==> config.mk <==
export PLATFORM = sky130hd
export DESIGN_NAME = usb_crc_engine
export DESIGN_NICKNAME = d
export VERILOG_FILES = /design/src/rtl/usb_crc_engine_pkg.sv /design/src/rtl/usb_crc_engine_lfsr.sv /design/src/rtl/usb_crc_engine.sv
export SDC_FILE = /design/constraint.sdc
export NUM_CORES = 1
export LEC_CHECK = 0
export CAP_MARGIN = 40
export CORE_AREA = 4 4 70 72
export DETAILED_ROUTE_END_ITERATION = 12
export DIE_AREA = 0 0 74 76
export PLACE_DENSITY = 0.77
export SYNTH_ARGS = -nofsm -noshare
export SYNTH_HDL_FRONTEND = slang
export SYNTH_SLANG_ARGS = --single-unit
==> constraint.sdc <==
create_clock -name clk -period 3.7 [get_ports clk]
set_input_delay 0.74 -clock clk [delete_from_list [all_inputs] [get_ports clk]]
set_output_delay 0.74 -clock clk [all_outputs]
set_load 0.01 [all_outputs]
==> src/rtl/usb_crc_engine_pkg.sv <==
// Shared types and polynomial constants for the USB serial CRC engine.
package usb_crc_pkg;

  typedef enum logic [2:0] {
    IDLE,
    DATA,
    EMIT,
    CRCIN,
    DONE
  } state_t;

  localparam logic [4:0]  CRC5_POLY     = 5'b00101;
  localparam logic [4:0]  CRC5_RESIDUE  = 5'b01100;
  localparam logic [15:0] CRC16_POLY    = 16'h8005;
  localparam logic [15:0] CRC16_RESIDUE = 16'h800D;

endpackage

==> src/rtl/usb_crc_engine_lfsr.sv <==
// Serial CRC shift register: MSB-out feedback, loads all ones on init.
module crc_lfsr #(
  parameter int             CRC_W = 5,
  parameter logic [CRC_W-1:0] POLY = CRC_W'(5'b00101)
) (
  input  logic             clk,
  input  logic             rst_n,
  input  logic             init,
  input  logic             step,
  input  logic             din,
  output logic [CRC_W-1:0] crc
);

  logic fb;

  assign fb = crc[CRC_W-1] ^ din;

  always_ff @(posedge clk or negedge rst_n) begin
    if (!rst_n) begin
      crc <= '1;
    end else if (init) begin
      crc <= '1;
    end else if (step) begin
      crc <= {crc[CRC_W-2:0], 1'b0} ^ (fb ? POLY : '0);
    end
  end

endmodule

==> src/rtl/usb_crc_engine.sv <==
// Parametrised USB CRC5/CRC16 generate/check engine with serial I/O.
// Optional failure counter on err_cnt is built when USB_CRC_ERR_CNT_EN is defined.
module usb_crc_engine
  import usb_crc_pkg::*;
#(
  parameter int               CRC_W   = 5,
  parameter logic [CRC_W-1:0] POLY    = CRC_W'(CRC5_POLY),
  parameter logic [CRC_W-1:0] RESIDUE = CRC_W'(CRC5_RESIDUE),
  parameter int               LEN_W   = 11
) (
  input  logic             clk,
  input  logic             rst_n,
  input  logic             start,
  input  logic             mode,
  input  logic [LEN_W-1:0] len,
  input  logic             abort,
  input  logic             s_in,
  input  logic             s_valid,
  input  logic             out_ready,
  output logic             crc_out,
  output logic             crc_valid,
  output logic             busy,
  output logic             done,
  output logic             crc_ok,
  output logic [7:0]       err_cnt
);

  localparam int               IDX_W    = (CRC_W > 1) ? $clog2(CRC_W) : 1;
  localparam logic [LEN_W-1:0] CRC_LAST = LEN_W'(CRC_W - 1);

  state_t           state_q, state_d;
  logic             mode_q;
  logic [LEN_W-1:0] len_q;
  logic [LEN_W-1:0] cnt_q;
  logic             crc_ok_q;
  logic [CRC_W-1:0] lfsr;
  logic [IDX_W-1:0] emit_idx;
  logic             start_take;
  logic             lfsr_step;
  logic             cnt_clr;
  logic             cnt_inc;
  logic             ok_clr;
  logic             ok_load;
  logic             residue_hit;

  crc_lfsr #(
    .CRC_W(CRC_W),
    .POLY (POLY)
  ) u_lfsr (
    .clk  (clk),
    .rst_n(rst_n),
    .init (start_take),
    .step (lfsr_step),
    .din  (s_in),
    .crc  (lfsr)
  );

  assign residue_hit = (lfsr == RESIDUE);
  assign emit_idx    = IDX_W'(CRC_LAST - cnt_q);
  assign crc_out     = crc_valid & ~lfsr[emit_idx];
  assign busy        = (state_q != IDLE);
  assign crc_ok      = crc_ok_q;

  always_ff @(posedge clk or negedge rst_n) begin
    if (!rst_n) begin
      state_q <= IDLE;
    end else begin
      state_q <= state_d;
    end
  end

  // abort wins over everything, including a start in the same cycle
  always_comb begin
    state_d    = state_q;
    start_take = 1'b0;
    lfsr_step  = 1'b0;
    cnt_clr    = 1'b0;
    cnt_inc    = 1'b0;
    ok_clr     = 1'b0;
    ok_load    = 1'b0;
    crc_valid  = 1'b0;
    done       = 1'b0;
    if (abort) begin
      state_d = IDLE;
      cnt_clr = 1'b1;
      ok_clr  = (state_q != IDLE);
    end else begin
      case (state_q)
        IDLE: begin
          if (start) begin
            start_take = 1'b1;
            cnt_clr    = 1'b1;
            ok_clr     = 1'b1;
            if (len == '0) begin
              state_d = mode ? CRCIN : EMIT;
            end else begin
              state_d = DATA;
            end
          end
        end
        DATA: begin
          if (s_valid) begin
            lfsr_step = 1'b1;
            if (cnt_q == (len_q - LEN_W'(1))) begin
              cnt_clr = 1'b1;
              state_d = mode_q ? CRCIN : EMIT;
            end else begin
              cnt_inc = 1'b1;
            end
          end
        end
        EMIT: begin
          crc_valid = 1'b1;
          if (out_ready) begin
            if (cnt_q == CRC_LAST) begin
              cnt_clr = 1'b1;
              state_d = DONE;
            end else begin
              cnt_inc = 1'b1;
            end
          end
        end
        CRCIN: begin
          if (s_valid) begin
            lfsr_step = 1'b1;
            if (cnt_q == CRC_LAST) begin
              cnt_clr = 1'b1;
              state_d = DONE;
            end else begin
              cnt_inc = 1'b1;
            end
          end
        end
        DONE: begin
          done    = 1'b1;
          ok_load = mode_q;
          state_d = IDLE;
        end
        default: begin
          state_d = IDLE;
        end
      endcase
    end
  end

  always_ff @(posedge clk or negedge rst_n) begin
    if (!rst_n) begin
      mode_q   <= 1'b0;
      len_q    <= '0;
      cnt_q    <= '0;
      crc_ok_q <= 1'b0;
    end else begin
      if (start_take) begin
        mode_q <= mode;
        len_q  <= len;
      end
      if (cnt_clr) begin
        cnt_q <= '0;
      end else if (cnt_inc) begin
        cnt_q <= cnt_q + LEN_W'(1);
      end
      if (ok_clr) begin
        crc_ok_q <= 1'b0;
      end else if (ok_load) begin
        crc_ok_q <= residue_hit;
      end
    end
  end

`ifdef USB_CRC_ERR_CNT_EN
  logic [7:0] err_q;

  // saturating; only rst_n clears it
  always_ff @(posedge clk or negedge rst_n) begin
    if (!rst_n) begin
      err_q <= 8'h00;
    end else if (ok_load && !residue_hit && (err_q != 8'hFF)) begin
      err_q <= err_q + 8'h01;
    end
  end

  assign err_cnt = err_q;
`else
  assign err_cnt = 8'h00;
`endif

endmodule

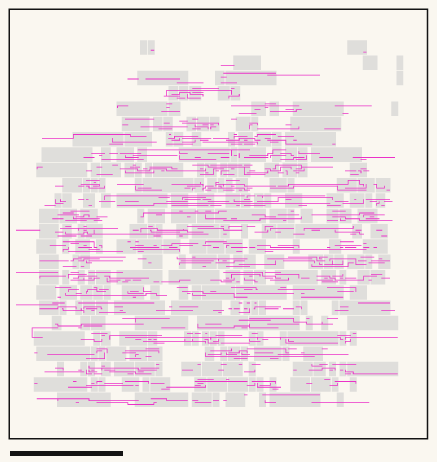
m1.png
The bar under the picture is 20 µm long. Cells faint in the background.
nets with wire on the layer = 272
longest straight run = 38.2 µm
share of all routed wire = 43%
wire length on this layer = 2,030 µm
main direction = horizontal
GR met1 Demand/Resource: 23.21%
Total Wirelength: 4.731 mm
via total after detailed routing: 1,859

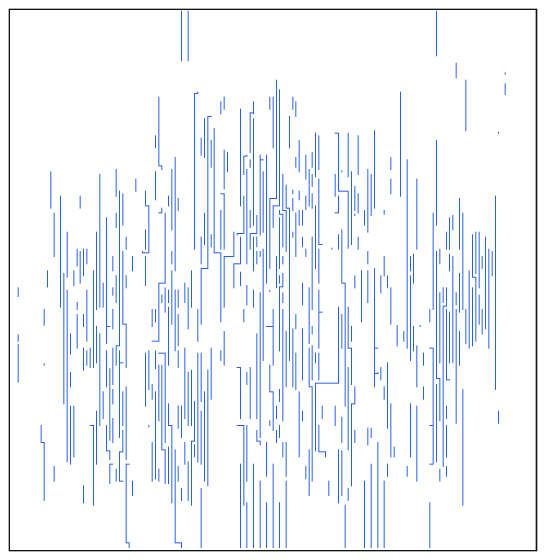
m2.png
nets with wire on the layer = 249
longest straight run = 27.2 µm
main direction = vertical
met2 demand-to-capacity share in global routing: 31.29%

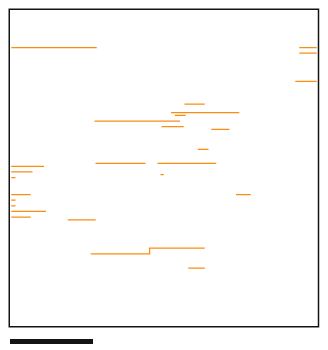
m3.png
The bar under the picture is 20 µm long.
share of all routed wire = 3.9%
wire length on this layer = 187 µm

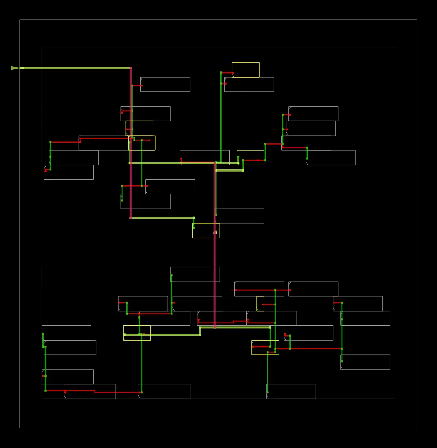
clock_nets.png
sequential cells: 32
number of clock buffers in the layout: 8
sinks on the clock net: 32
total CTS buffers: 5

[layout by cell type (no fill, tap or decap), drive strengths merged, types with 3 or more instances in the layout]
master / instances
nand4: 3
nor4b: 3
clkdlybuf4s50: 23
dfrtp: 27
xnor2: 14
inv: 12
o31ai: 3
a21oi: 10
nand2: 45
or3: 6
nand3b: 3
xor2: 3
dfstp: 5
nand3: 11
clkbuf: 8
nor4: 6
conb: 8
o21ai: 16
ha: 3
nand2b: 3
a211oi: 3
or4: 4
nor3: 10
nor2: 18
nor2b: 3
[tightest hold or removal path, delay by kind of cell, from the launching register on]
family / cells / cell delay [ps]
flops: 1 / 380
simple gates: 2 / 140
[power by group through the flow]
stage,combinational (W),clock (W),sequential (W)
floorplan,0.000196,0,0.000432
CTS,0.000247,0.000299,0.000444
global placement,0.000239,0,0.000448
finish,0.000244,0.000296,0.000444
global route,0.000273,0.000320,0.000450
detailed placement,0.000246,0,0.000450
[sequential cells by signal, summed over array words and instances (netlist names)]
name / count
cnt_q: 11
len_q: 11
u_lfsr.crc: 5
state_q: 3
crc_ok: 1
mode_q: 1
[synth_stat cells, drive strengths merged, types with 3 or more instances]
library cell / count
nor3: 10
nand3b: 3
or3: 6
a21oi: 10
nand2: 45
dfstp: 5
clkbuf: 10
nand2b: 3
o21ai: 16
nor2: 18
buf: 10
o31ai: 3
xor2: 3
xnor2: 14
ha: 3
a211oi: 3
nand4: 3
nand3: 11
nor2b: 3
dfrtp: 27
nor4b: 3
inv: 12
nor4: 6
or4: 4
[final cells by class]
cell class                 count  area [µm²]  share of cell area [%]
timing repair buffer          25       245.2                   9.780
clock buffer                   8       100.1                   3.992
tap                           52       65.06                   2.595
sequential                    32       807.0                   32.19
inverter                      12       45.04                   1.796
multi-input combinational    203        1245                   49.65
==> notes.md <==
Numbers from the implementation run.

The floorplan-stage core utilization is 52.59%. The number of antenna violations at the first check in global routing is 0. The first routing iteration left 66 violations. The worst-case register-to-register setup slack is 710 ps. The buffer levels on the longest clock path is 2.

The final weighted congestion recorded by global placement is 0.8411. Global routing used 18.55% of the available tracks. Dividing the detail-routed wire length by the instance count gives 14.25 µm. The pre-CTS setup check shows a worst slack of 319.3 ps. The number of enable-type register cells in the synthesized netlist is 0.

The standard cell area after detailed placement is 2406 µm². The fraction of synthesized cell area taken by the top area cell type is 29.92%. The cell at the slowest stage of the critical path is clkdlybuf4s50_1. Ranked by total cell area, the synthesized netlist is headed by dfrtp_1, nand2_1, dfstp_2. In the setup report, the worst path falls into the class flop to primary output. The number of cell rows is 24. In the synthesized netlist the dominant register cell turns out to be dfrtp_1. The number of cells reported by Yosys stat comes to 262. The final worst-path cycle share is 93.83%. Per the breakdown, switching nets consume 31.23% of all power. The layer with the highest usage after global routing is met2. The number of vias per cell after detailed routing is 5.599. The detailed-routing wirelength on met1 is 2.031 mm.

The synthesis report gives the async set-or-reset register share as 100.0%. The detailed-routing iteration count for the pre-antenna-repair pass is 4. For reference, the post-synthesis area per instance comes to 8.620 µm². The clock reaches the later pin of the worst-skew pair after 290 ps.

Counting I/O delays and the setup requirement, the final critical path takes 3472 ps. Endpoints failing hold in the final report were tallied at 0. The launch instance of the worst register-to-register path is len_q[0]$_DFFE_PN0P_.

Multiplexer cells account for 1.884% of the synthesized area. STA shows the worst min-delay path finishing at u_lfsr.crc[3]$_DFFE_PN1P_. In the final report, the number of endpoints failing setup comes to 0.

The endpoint of the lowest-slack register-to-register path is cnt_q[1]$_DFFE_PN0P_. The simple-gate area share of the yosys netlist is 28.86%. The critical path starts at cnt_q[0]$_DFFE_PN0P_. Fill cells in the final layout number 390. Together, buffers and inverters on the worst path number 2. Data on the critical path is required at its endpoint by 2960 ps.

The largest net degree at the start of global routing is 33. The antenna violation net count after detailed routing is 0. Input and output buffers added on the ports amount to 23.

The category of cells accounting for the largest share of critical-path delay is buffers and inverters. The max-slew violation total from the final report is 0. Hold timing on the final database bottoms out at a slack of 525.5 ps.

Summing the sequential cell areas from Yosys gives 35.73% of the chip area. The total of warnings raised by yosys is 0. Per the OpenROAD timing report, the critical path contains 5 cells. Per the placement report, the placed cell count is 324.

The top metal layer carrying routed signals is met4. The signed area change from the synthesized netlist to the final layout is 11.02%. The number of non-filler instances in the completed layout is 332. The final cell utilization of the core is 58.39%.

The post-detailed-route DRC marker count is 0. The flow ran to the end, and the final reports show no timing, DRC or antenna violations. The mapped netlist covers 2258 µm². The number of post-CTS setup repair buffers is 0. The design draws 0.0009847 W.

The synthesized chip area reported by yosys is 2258 µm². For this run, the top clock speed supported by timing is 0.2880 GHz. The startpoint of the lowest-slack hold path is u_lfsr.crc[3]$_DFFE_PN1P_. The classification of the worst-slack hold path is flop to flop.

The gate-level netlist out of Yosys references 57 unique cell types. The horizontal die dimension reported for this design is 74 µm. The category of the worst setup path launch point is a flop. Adding up every negative setup slack in the final design gives 0 ps. The post-CTS hold buffer count recorded in the log is 0. The worst endpoint data arrival time is 2730 ps. Per the CTS log, the maximum H-tree level is 2. At the pin with the least slew margin, the transition time is 881.9 ps. Of the total synthesized cell area, the portion taken by XOR and XNOR cells is 6.593%. The TritonCTS clock tree is yes. IR analysis of the VDD net gives a maximum drop of 0.0002833 V. The relative contribution of combinational cells to total power is 24.8%.

The cell sitting at the root of the clock tree is a clkbuf_8. The logs give a warning total of 27. In the placement report, post-DP HPWL is listed as 3.621 mm. Max-cap violations in this run came to 0.
Power figures rest on the tool's default switching activity, not on a simulated workload.
